**Run 1: port wiring**

(3 px per um)
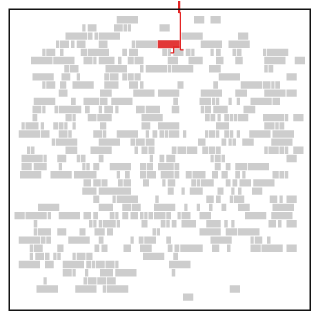
**Run 1: routed metal, one colour a layer**

(4 px per um) Only two layers are drawn.
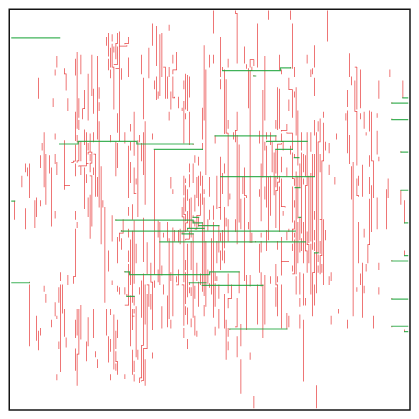
**Run 1: pin placement**

(4 px per um) Pins as bars across the die edge, other pins in grey.
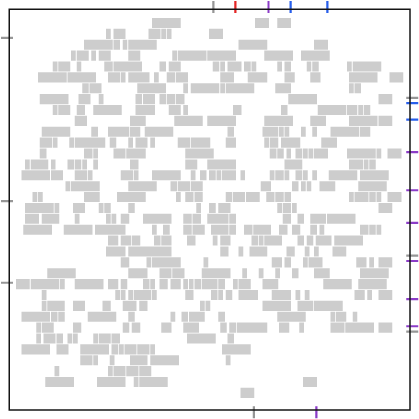
Design nes_snes_poller, sky130hd; sources not shown.
==> qor.csv, run 1 <==
metric,value,unit
core.rowCount,35,
whs,0.437,ns
layout_setup_ws,0.385,ns
edf_count,0,
lay_top_cells,"dfxtp_1 (66), nor2_1 (58), nand2_1 (48)",
crit_cells,5,
cp_data_required_time,2.77,ns
grt_pass1_vias,2614,
holdPathStages,1,
ff_type,dfxtp_1,
layout.cells.non_filler,540,
setup_tns,0,ns
worstSetupPathType,reg -> reg,
cpMaxStageDelayCell,nor2_1,
n_antenna_cell,0,
ys_area,0.00335,mm^2
fin_area,0.00381,mm^2
clkTransAtPathRegs,0.08,ns
post-route-util,41.2,%
gp_congestion,0.847,
critical-path-max-stage-delay,0.90,ns
synth_warnings,0,
clock_sinks,67,
antenna_left,0,
gr-total-overflow,0,
critPathArrivalTime,2.38,ns
worstSkewPairLatency,0.34,ns
cp.buffers_inverters,0,
core_area,0.00924,mm^2
p_total,2.16,mW
synthesis.area,0.00335,mm^2
fin_nets,418,
p_per_area,567,mW/mm^2
ys_seq_share,40.1,%
htree_levels,3,
end_kind,flip-flop,
rsz0062_at_grt,false,
reg2reg_slack,0.39,ns
antenna_found_initial,0,
run_status,"complete, no violations",
crit_fanout,17,
## Picture notes: 'port wiring'
legend:
  red:
    port: busy
    bits: 1
    direction: output
    edge: top
    end_cells: 1
    buffers: 1
    wire: 19.3 um
# IOs: 21
Port Buffers: 20

## Picture notes: 'routed metal, one colour a layer'
legend:
  red:
    layer: metal 2
    wire_length: 3510 um
  green:
    layer: metal 3
    wire_length: 345 um
via count: 2780
average wire per standard cell: 14.1 um
drt total wl: 7.61 mm

## Picture notes: 'pin placement'
legend:
  blue:
    port: ext_buttons
    pins: 4
    direction: output
    edge: 2 top, 2 right
  red:
    port: busy
    pins: 1
    direction: output
    edge: top
  purple:
    port: std_buttons
    pins: 8
    direction: output
    edge: 6 right, 1 top, 1 bottom
Die X: 99.8 um
Die Height: 99.8 um

==> run 1: where the power goes <==
group          internal (mW)  switching (mW)
logic                 0.0567           0.105
clock network          0.457           0.437
registers               1.08          0.0227
==> run 1: cells in the mapped netlist (3+ instances only) <==
| cell | instances | area (um^2) |
|---|---|---|
| xnor2_1 | 12 | 105 |
| ha_1 | 7 | 87.6 |
| clkbuf_1 | 9 | 33.8 |
| nor4_1 | 3 | 18.8 |
| mux2i_1 | 5 | 50.1 |
| and3_1 | 7 | 43.8 |
| xor2_1 | 16 | 140 |
| nand2_1 | 48 | 180 |
| a211oi_1 | 6 | 45.0 |
| nor3_1 | 4 | 20.0 |
| nor3b_1 | 5 | 37.5 |
| buf_2 | 9 | 45.0 |
| and4_1 | 4 | 35.0 |
| dfxtp_1 | 67 | 1340 |
| nor2_1 | 58 | 218 |
| o221a_2 | 11 | 124 |
| o21ai_0 | 13 | 65.1 |
| a21oi_1 | 18 | 90.1 |
| inv_1 | 10 | 37.5 |
| nand3_1 | 22 | 110 |
| or2_2 | 3 | 18.8 |
| nand4_1 | 6 | 37.5 |
| nand2b_1 | 6 | 37.5 |
| nor2b_1 | 3 | 18.8 |
| a31oi_1 | 3 | 18.8 |
==> run 1: final cells by class <==
type	instances	area [um^2]
sequential	67	1340
fill	954	5430
clock buffer	9	124
inverter	10	37.5
tap	129	161
clock inverter	7	68.8
timing repair buffer	20	200
multi-input combinational	298	1880
==> run 1: per-layer routing <==
| layer | up-vias | share of wire [%] | GRT usage, % |
|---|---|---|---|
| met3 | 8 | 4.5 | 3.62 |
| met2 | 62 | 46 | 25.5 |
| li1 | 1418 | - | - |
| met1 | 1292 | 48 | 21.7 |
| met4 | 0 | 0.88 | 5.43 |
| met5 | - | 0 | 0 |
==> run 1: logic make-up after synthesis <==
group                    after synthesis  share of synthesized area (%)
buffers and inverters                 31                           4.30
XOR/XNOR                              28                           7.32
AND-OR/OR-AND                         71                           15.7
multiplexers                           5                           1.49
adder cells (fa/ha/maj)                7                           2.62
AND/OR/NAND/NOR                      186                           28.5
flip-flops                            67                           40.1
==> run 2: changes to the inputs <==
clock period = 2.2 ns   (was 2.5 ns; I/O delays follow)
==> run 2 against run 1 <==
  * Area after synthesis did not move
  * Critical path type unchanged
  * Die size is the same
  * Critical endpoint is now raw_q[9]
  * Highest routed layer unchanged
  * Core utilization increased by 0.18 points
  * Setup slack worse by 0.27 ns
==> qor.csv, run 2 <==
metric,value,unit,change
layout_setup_ws,0.117,ns,-0.268 ns
num_vias,2780,,unchanged
synthesis.area,0.00335,mm^2,unchanged
grt_pass1_vias,2614,,unchanged
ys_seq_share,40.1,%,unchanged
io-pin-count,21,,unchanged
antenna_found_initial,0,,unchanged
lay_top_cells,"dfxtp_1 (66), nor2_1 (56), nand2_1 (47)",,
layout.cells.non_filler,540,,unchanged
post-route-util,41.4,%,+0.18 points
htree_levels,3,,unchanged
synth_warnings,0,,unchanged
gr-total-overflow,0,,unchanged
die_x,99.8,um,unchanged
setup_tns,0,ns,unchanged
crit_fanout,11,,-6
core.rowCount,35,,unchanged
gp_congestion,0.847,,unchanged
top_cell_area_share,40.1,%,unchanged
run_status,"complete, no violations",,
worstSkewPairLatency,0.34,ns,about the same
cp_data_required_time,2.44,ns,-0.33 ns
most_common_cell,dfxtp_1,,
clkTransAtPathRegs,0.08,ns,about the same
area_leaders,"dfxtp_1 (40%), nor2_1 (6.5%), nand2_1 (5.4%)",,
fin_area,0.00383,mm^2,+0.43%
antenna_left,0,,unchanged
common_cells,"dfxtp_1 (67), nor2_1 (58), nand2_1 (48), nand3_1 (22), a21oi_1 (18)",,
holdPathStages,1,,unchanged
critPathArrivalTime,2.32,ns,-0.06 ns
-- run 2: cell counts after synthesis --
No cell type changed its count.
-- run 2: kinds of logic (layout without fill, tap and decap cells) --
family                     Yosys count  after routing  share of synthesized area [%]
and+or+nand+nor                    186            186                           28.5
buffers and inverters               31             46                           4.30
adders and majority gates            7              7                           2.62
xor gates and xnor gates            28             28                           7.32
DFF                                 67             67                           40.1
muxes                                5              5                           1.49
AOI/OAI and AO/OA                   71             72                           15.7
-- run 2: worst max-delay path: stages, from the launching register on --
cell,delay (ns)
dfxtp_1,0.34
ha_1,0.25
and4_1,0.25
a41o_1,0.32
a31oi_4,0.43
nor2_1,0.12
o221a_2,0.28
-- run 2: power by group --
part	switching (mW)	internal, mW	total, mW
Combinational	0.119	0.0642	0.184
Sequential	0.0267	1.23	1.26
Clock	0.504	0.519	1.02
-- run 2: final cells by class --
type	instances	area, um^2	area share (%)
Multi-Input combinational cell	298	1890	49.4
Sequential cell	67	1340	35.1
Timing Repair Buffer	20	203	5.30
Tap cell	129	161	4.22
Clock buffer	9	124	3.24
Clock inverter	7	68.8	1.80
Inverter	10	37.5	0.981
-- run 2: metrics by stage --
step	hold slack, ns	power (mW)
6_report	0.434	2.46
5_1_grt	0.461	2.58
4_1_cts	0.444	2.49
3_5_place_dp	0.438	1.46
3_3_place_gp	0.431	1.46
2_1_floorplan	0.292	1.40
-- run 2: layer usage --
| metal | routed length, um | GRT usage, % |
|---|---|---|
| met1 | 3740 | 21.7 |
| met2 | 3470 | 25.5 |
| met3 | 279 | 3.62 |
| met4 | 105 | 5.43 |
| met5 | 0 | 0 |
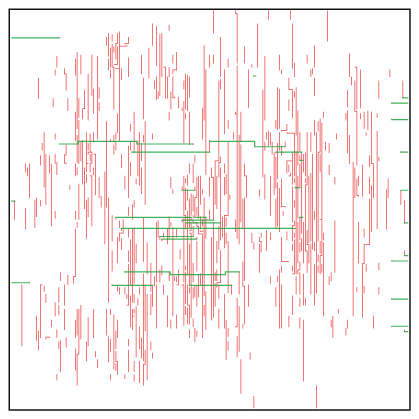
**Above:** run 2 (routed metal, one colour a layer).
(4 px per um) Only two layers are drawn.
legend:
  red:
    layer: metal 2
    wire_length: 3470 um
  green:
    layer: metal 3
    wire_length: 279 um
average wire per standard cell: 14.1 um
overall global routing resource usage: 16.1%
drt total wl: 7.59 mm

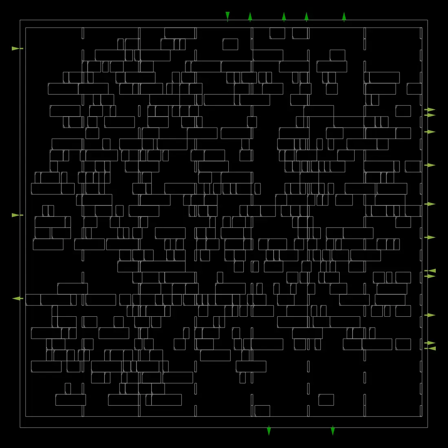
**Above:** run 2 (placement view).
core area: 0.00924 mm^2
Tap Count: 129
sequential fraction of total cell area: 35.1%

Power and IR drop assume default switching activity.
